**config.mk**
```make
export PLATFORM = sky130hd
export DESIGN_NAME = alu_issue_ctrl
export DESIGN_NICKNAME = d
export VERILOG_FILES = /design/src/rtl/alu_issue_ctrl.sv
export SDC_FILE = /design/constraint.sdc
export NUM_CORES = 1
export LEC_CHECK = 0
export CORE_UTILIZATION = 45
export DETAILED_ROUTE_END_ITERATION = 7
export PLACE_DENSITY = 0.9
export SKIP_CTS_REPAIR_TIMING = 1
export SYNTH_ARGS = -nofsm -noshare
export SYNTH_HDL_FRONTEND = slang
export SYNTH_SLANG_ARGS = --single-unit
```
**constraint.sdc**
```tcl
create_clock -name CLK -period 3.78 [get_ports CLK]
set_input_delay 1.134 -clock CLK [delete_from_list [all_inputs] [get_ports CLK]]
set_output_delay 1.134 -clock CLK [all_outputs]
set_load 0.1 [all_outputs]
```
**src/rtl/alu_issue_ctrl.sv**
```systemverilog
// -----------------------------------------------------------------------------
// alu_issue_ctrl
//
// Shares one registered 16-bit ALU between two requesters. Each accepted
// operation is sequenced IDLE -> ISSUE -> WAIT (ALU_LATENCY cycles) -> RESP,
// with at most one operation outstanding. The block also owns the
// architectural accumulator (ACC): opcodes 101..111 read ACC as operand A and
// write the ALU result back into it. A NOP never reaches the ALU and simply
// returns the current ACC.
//
// Ports
//   CLK, RST          clock (rising edge), asynchronous active-low reset
//   Enable            1 = new grants allowed; an in-flight op always completes
//   req_valid/ready   per-requester handshake (bit i = requester i)
//   req_op/a/b        per-requester opcode (3 bits) and operands (DATA_W each)
//   rsp_valid/ready   response handshake; rsp_id/data/cf held while stalled
//   alu_en            one-cycle issue strobe to the ALU
//   alu_op/a/b        ALU opcode and operands (held through WAIT)
//   alu_result/cf     ALU outputs, valid ALU_LATENCY cycles after issue
//   acc_out           current ACC value
// -----------------------------------------------------------------------------
module alu_issue_ctrl #(
    parameter int DATA_W      = 16,
    parameter int ALU_LATENCY = 1    // legal range 1..7
) (
    input  logic                CLK,
    input  logic                RST,
    input  logic                Enable,
    input  logic [1:0]          req_valid,
    output logic [1:0]          req_ready,
    input  logic [5:0]          req_op,
    input  logic [2*DATA_W-1:0] req_a,
    input  logic [2*DATA_W-1:0] req_b,
    output logic                rsp_valid,
    input  logic                rsp_ready,
    output logic                rsp_id,
    output logic [DATA_W-1:0]   rsp_data,
    output logic                rsp_cf,
    output logic                alu_en,
    output logic [2:0]          alu_op,
    output logic [DATA_W-1:0]   alu_a,
    output logic [DATA_W-1:0]   alu_b,
    input  logic [DATA_W-1:0]   alu_result,
    input  logic                alu_cf,
    output logic [DATA_W-1:0]   acc_out
);

    typedef enum logic [1:0] {S_IDLE, S_ISSUE, S_WAIT, S_RESP} state_e;

    localparam logic [2:0]       OP_NOP    = 3'b000;
    localparam int               CNT_W     = 3;
    localparam logic [CNT_W-1:0] WAIT_LAST = CNT_W'(ALU_LATENCY - 1);

    state_e             state_q, state_d;
    logic [DATA_W-1:0]  acc_q, acc_d;
    logic [DATA_W-1:0]  a_q, a_d;
    logic [DATA_W-1:0]  b_q, b_d;
    logic [2:0]         op_q, op_d;
    logic               id_q, id_d;
    logic               rr_ptr_q, rr_ptr_d;
    logic [CNT_W-1:0]   cnt_q, cnt_d;
    logic [DATA_W-1:0]  rsp_data_q, rsp_data_d;
    logic               rsp_cf_q, rsp_cf_d;

    logic               grant_ok;
    logic               grant_id;
    logic [2:0]         sel_op;
    logic [DATA_W-1:0]  sel_a;
    logic [DATA_W-1:0]  sel_b;

    // Opcodes 101, 110, 111 take ACC as operand A and write the result back.
    function automatic logic is_wb(input logic [2:0] op);
        return op[2] & (op[1] | op[0]);
    endfunction

    // Arbitration: contention goes to rr_ptr, a lone requester always wins.
    // Grants are also gated by RST so req_ready reads 0 while reset is held.
    always_comb begin
        grant_ok = RST & Enable & (state_q == S_IDLE) & (|req_valid);
        grant_id = (&req_valid) ? rr_ptr_q : req_valid[1];
        sel_op   = grant_id ? req_op[5:3]             : req_op[2:0];
        sel_a    = grant_id ? req_a[2*DATA_W-1:DATA_W] : req_a[DATA_W-1:0];
        sel_b    = grant_id ? req_b[2*DATA_W-1:DATA_W] : req_b[DATA_W-1:0];
    end

    // NOTE: every signal driven here gets a default first, so no path leaves
    // it unassigned and no latch is inferred.
    always_comb begin
        state_d    = state_q;
        acc_d      = acc_q;
        a_d        = a_q;
        b_d        = b_q;
        op_d       = op_q;
        id_d       = id_q;
        rr_ptr_d   = rr_ptr_q;
        cnt_d      = cnt_q;
        rsp_data_d = rsp_data_q;
        rsp_cf_d   = rsp_cf_q;
        req_ready  = '0;

        unique case (state_q)
            S_IDLE: begin
                if (grant_ok) begin
                    req_ready[grant_id] = 1'b1;
                    op_d     = sel_op;
                    // ACC cannot change before issue, so it is latched here.
                    a_d      = is_wb(sel_op) ? acc_q : sel_a;
                    b_d      = sel_b;
                    id_d     = grant_id;
                    rr_ptr_d = ~grant_id;
                    if (sel_op == OP_NOP) begin
                        rsp_data_d = acc_q;
                        rsp_cf_d   = 1'b0;
                        state_d    = S_RESP;
                    end else begin
                        state_d    = S_ISSUE;
                    end
                end
            end
            S_ISSUE: begin
                cnt_d   = WAIT_LAST;
                state_d = S_WAIT;
            end
            S_WAIT: begin
                if (cnt_q == '0) begin
                    rsp_data_d = alu_result;
                    rsp_cf_d   = alu_cf;
                    if (is_wb(op_q)) begin
                        acc_d = alu_result;
                    end
                    state_d = S_RESP;
                end else begin
                    cnt_d = cnt_q - CNT_W'(1);
                end
            end
            S_RESP: begin
                if (rsp_ready) begin
                    state_d = S_IDLE;
                end
            end
            default: state_d = S_IDLE;
        endcase
    end

    // NOTE: state registers use non-blocking assignments so every flop samples
    // the pre-edge values regardless of process ordering.
    always_ff @(posedge CLK or negedge RST) begin
        if (!RST) begin
            state_q    <= S_IDLE;
            acc_q      <= '0;
            a_q        <= '0;
            b_q        <= '0;
            op_q       <= OP_NOP;
            id_q       <= 1'b0;
            rr_ptr_q   <= 1'b0;
            cnt_q      <= '0;
            rsp_data_q <= '0;
            rsp_cf_q   <= 1'b0;
        end else begin
            state_q    <= state_d;
            acc_q      <= acc_d;
            a_q        <= a_d;
            b_q        <= b_d;
            op_q       <= op_d;
            id_q       <= id_d;
            rr_ptr_q   <= rr_ptr_d;
            cnt_q      <= cnt_d;
            rsp_data_q <= rsp_data_d;
            rsp_cf_q   <= rsp_cf_d;
        end
    end

    // ALU operand outputs follow the latched operation; they are stable from
    // ISSUE through the end of WAIT.
    assign alu_en    = (state_q == S_ISSUE);
    assign alu_op    = op_q;
    assign alu_a     = a_q;
    assign alu_b     = b_q;
    assign rsp_valid = (state_q == S_RESP);
    assign rsp_id    = id_q;
    assign rsp_data  = rsp_data_q;
    assign rsp_cf    = rsp_cf_q;
    assign acc_out   = acc_q;

endmodule
```
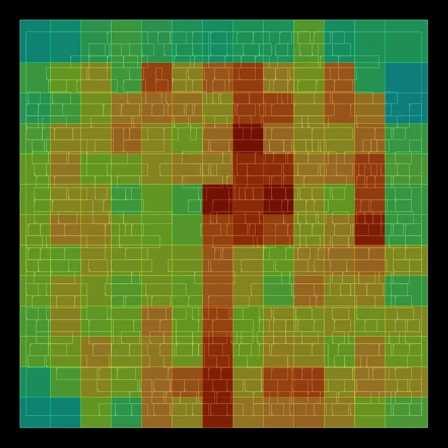
Fig. 1. Congestion heat map (run 1).
met2 Usage GRT: 43.0%
total track usage: 25.4%
Post-Route Utilization: 70.4%
GR Layer Usage met3: 4.60%
busiest grt layer: met2

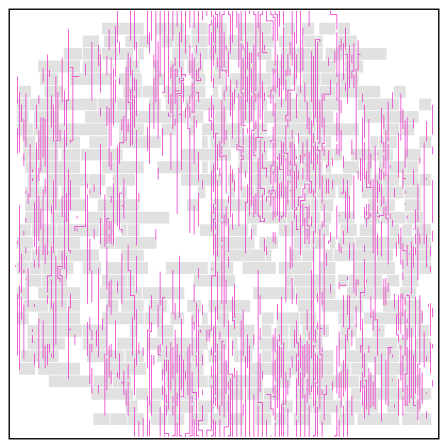
Fig. 2. Met2 routing (run 1).
Cells faint in the background.
longest straight run: 43.2 um
main direction: vertical
wire length on this layer: 5450 um
nets with wire on the layer: 520
share of all routed wire: 51%
DR vias: 3235
final WL: 10.8 mm

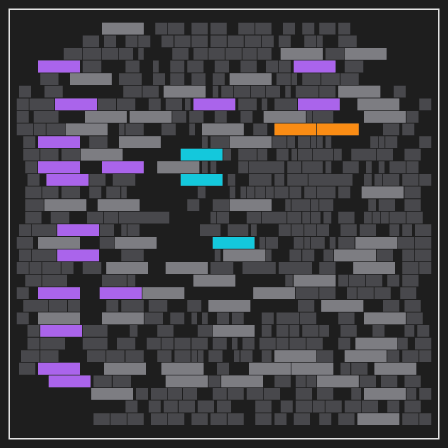
Fig. 3. Sequential cells colored by netlist name (run 1).
Other sequential cells in the stronger gray, the rest of the logic in the fainter gray.
legend:
  cyan:
    name_in_the_netlist: `cnt_q`
    sequential_cells: 3
  orange:
    name_in_the_netlist: `state_q`
    sequential_cells: 2
  purple:
    name_in_the_netlist: `rsp_data`
    sequential_cells: 16
sequential cell area share: 34.2%
Register Area: 1880 um2

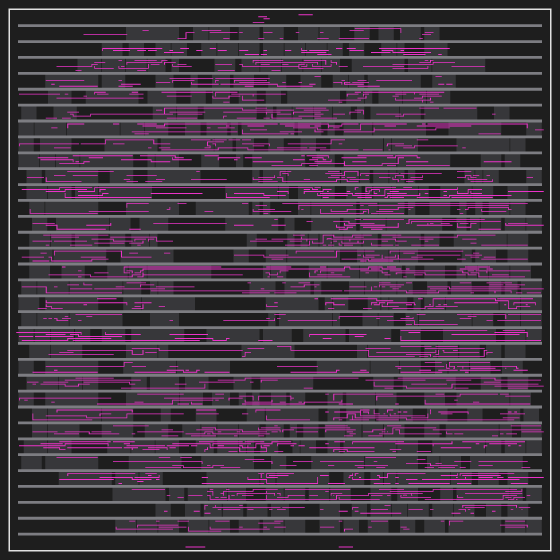
Fig. 4. The metal 1 layer (run 1).
Supply wires on this layer in gray. Cells faint in the background.
wire length on this layer: 4510 um
main direction: horizontal
nets with wire on the layer: 478
GRT met1 Usage: 32.3%

==> results_slide.txt, run 1 <==
Physical Implementation Snapshot

Status
  – Outcome: complete, no violations

Synthesis
  – Simple share: 7.75%
  – Post-Synth XOR/XNOR Area: 0%
  – Syn Nets: 398
  – Post-Syn Instances: 299
  – Post-synth EDFFs: 0
  – Top_reg_cell synth: dfrtp_1
  – Yosys aoi share: 18.6%
  – Synth Register Bits: 75
  – Top cells, area: dfrtp_1, mux2_2, a221o_1
  – Yosys adder share: 2.04%
  – Mean post-synth cell area: 12.3 um2

Route
  – DR DRC count: 0
  – 1st-iter DRT viols: 159
  – DRT Pass-1 Iters: 4
  – Wire per inst: 18.8 um
  – Via/cell ratio: 5.65

Final layout
  – Most frequent logic cells in the routed design: clkdlybuf4s50_1, buf_4, dfrtp_1
  – Inverter count: 9
  – Logic share of the area: 30.6%
  – Most numerous logic cell after layout: clkdlybuf4s50_1
  – Final Instance Area: 5490 um2
  – Registers: 75
  – Share of layout cells above drive strength 1: 33.8%
  – Top class by area: sequential cells
  – Finished Layout Cells: 573
  – Filler cells: 573
  – CLK BUF: 11
  – MI comb area: 1680 um2

Floorplan
  – Die Y: 92.4 um
  – IO Pins: 166
  – Fp util: 47.1%
  – Die Width: 92.4 um
  – Tapcells: 102

Global routing
  – Pin count of the biggest net entering global routing: 71
  – Total gr overflow: 0
  – Antenna violations before repair: 0
  – First-pass GRT wire length: 16.7 mm

Critical path
  – CP Buf/Inv Count: 2
  – CP Depth: 4
  – R2R Setup Slk: 1220 ps
  – Critical path peak fanout: 5
  – Delay-heaviest family, CP: buffers and inverters
  – R2r startpoint: state_q[0]$_DFFE_PN0P_
  – Critical path required time: 2650 ps
  – Cell Chain, Critical Path: clkdlybuf4s50_1 -> o2111ai_4 -> nor2_2 -> buf_12
  – Arr. time, crit path: 2350 ps

Clocking
  – CTS tree: built
  – H-tree levels: 3
  – Clk_lat worst skew: 340 ps
  – Inserted Clock Buffers: 9
  – Clk root buf: clkbuf_8
  – Clock Sink Count: 75
  – Worst-path clk slew: 70 ps

STA
  – Final-report hold violation count: 0
  – Fmax: 287 MHz
  – Clock skew: 8.47 ps
  – Worst Hold Margin: 496 ps
  – Max_slew headroom: 30.8%
  – Final Max Tran Viols: 0
  – Final period util: 92.3%

Hold path
  – Hold EP: cnt_q[1]$_DFFE_PN0P_
  – Hold path depth: 2

Placed design
  – Placed instance count: 557
  – Placed Area: 5300 um2
  – Placer Congestion: 0.791
  – Port bufs: 165

Run
  – Tool Warnings: 29
  – Max Cap Viol: 0
## run 1: cell usage after synthesis (2+ instances only)
library cell,count
a21oi_1,2
o2bb2ai_1,16
nand2b_1,3
buf_2,9
buf_4,2
a221o_1,16
inv_1,9
nand2_1,10
clkbuf_1,7
nor3_1,3
o21ai_0,11
mux2i_1,4
dfrtp_1,75
nor2_1,20
mux2_2,38
a221oi_1,16
o2111ai_2,2
mux2_4,10
nand3_1,2
ha_1,6
and3_1,17
## run 1: per-layer routing
layer	wire length, um	vias up	GRT usage, %
li1	-	1475	-
met5	0	-	0
met4	158	0	9.51
met1	4510	1631	32.3
met2	5450	116	43.0
met3	672	13	4.60
## run 1: worst reg2reg max path: stages (launching register included)
cell       delay, ps
dfrtp_1          430
inv_1            100
ha_1             470
buf_4            350
o2111ai_2        580
mux2_2           510
## Run 2: what changed since run 1
SLEW_MARGIN = 20   (was not set)
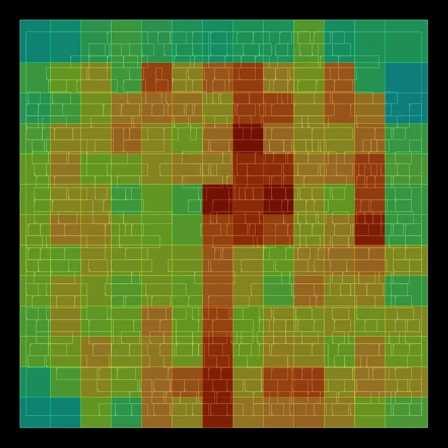
Fig. 5. Congestion heat map (run 2).
wire per inst: 18.8 um

==> run 2 against run 1 <==
Compared with the run above:
- maximum frequency unchanged
- critical endpoint unchanged
==> results_slide.txt, run 2 <==
Physical Implementation Snapshot

Status
  – Outcome: complete, no violations

Clocking
  – Clock Sink Count: 75
  – Clk_lat worst skew: 340 ps
  – Worst-path clk slew: 70 ps
  – Inserted Clock Buffers: 9
  – Clk root buf: clkbuf_8
  – H-tree levels: 3

Run
  – Tool Warnings: 29

Final layout
  – Share of layout cells above drive strength 1: 33.8%
  – Most frequent logic cells in the routed design: clkdlybuf4s50_1, buf_4, dfrtp_1

Floorplan
  – Die Y: 92.4 um
  – Fp util: 47.1%

Synthesis
  – Yosys aoi share: 18.6%
  – Post-Syn Instances: 299
  – Post-Synth XOR/XNOR Area: 0%
  – Top_reg_cell synth: dfrtp_1
  – Yosys adder share: 2.04%
  – Mean post-synth cell area: 12.3 um2
  – Post-synth EDFFs: 0
  – Post-synth top cells: dfrtp_1, mux2_2, nor2_1

Hold path
  – Hold path depth: 2
  – Hold EP: cnt_q[1]$_DFFE_PN0P_

Route
  – Final WL: 10.8 mm
  – DR DRC count: 0
  – DRT met1 WL: 4.51 mm
  – 1st-iter DRT viols: 159
  – DR vias: 3235

STA
  – Final period util: 92.3%
  – Fmax: 287 MHz

Critical path
  – R2R Setup Slk: 1220 ps
  – CP Depth: 4
  – Arr. time, crit path: 2350 ps

Global routing
  – Met2 Usage GRT: 43.0%
  – GR Layer Usage met3: 4.60%
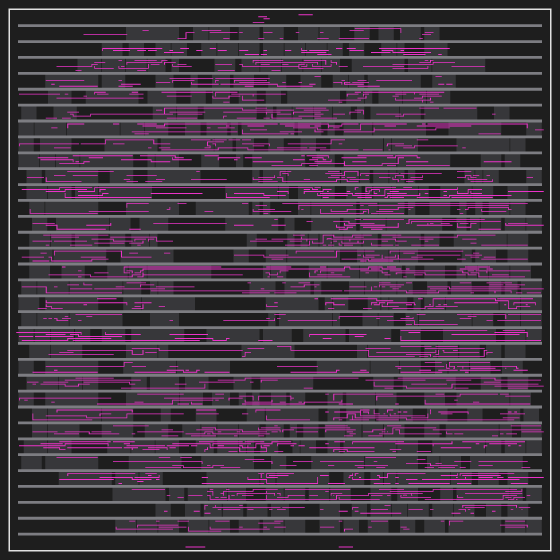
Fig. 6. The metal 1 layer (run 2).
Supply wires on this layer in gray. Cells faint in the background.
share of all routed wire: 42%
wire length on this layer: 4510 um
nets with wire on the layer: 478

[run 2: cell counts after synthesis]
Identical to the previous run, type by type.
[run 2: per-stage QoR]
stage	instances	util, %	cell area [um2]
2_1_floorplan	299	-	3680
3_3_place_gp	557	67.9	5300
3_5_place_dp	557	67.9	5300
4_1_cts	573	70.4	5490
5_1_grt	573	70.4	5490
6_report	573	70.4	5490
[run 2: area by class of cell]
type                    instances  area (um2)  share of cell area [%]
clock buffers                  11         141                    2.57
flip-flops and latches         75        1880                    34.2
well taps                     102         128                    2.32
multi-input cells             194        1680                    30.6
repair buffers                177        1580                    28.8
inverters                       9        33.8                   0.615
clock inverters                 5        52.6                   0.957
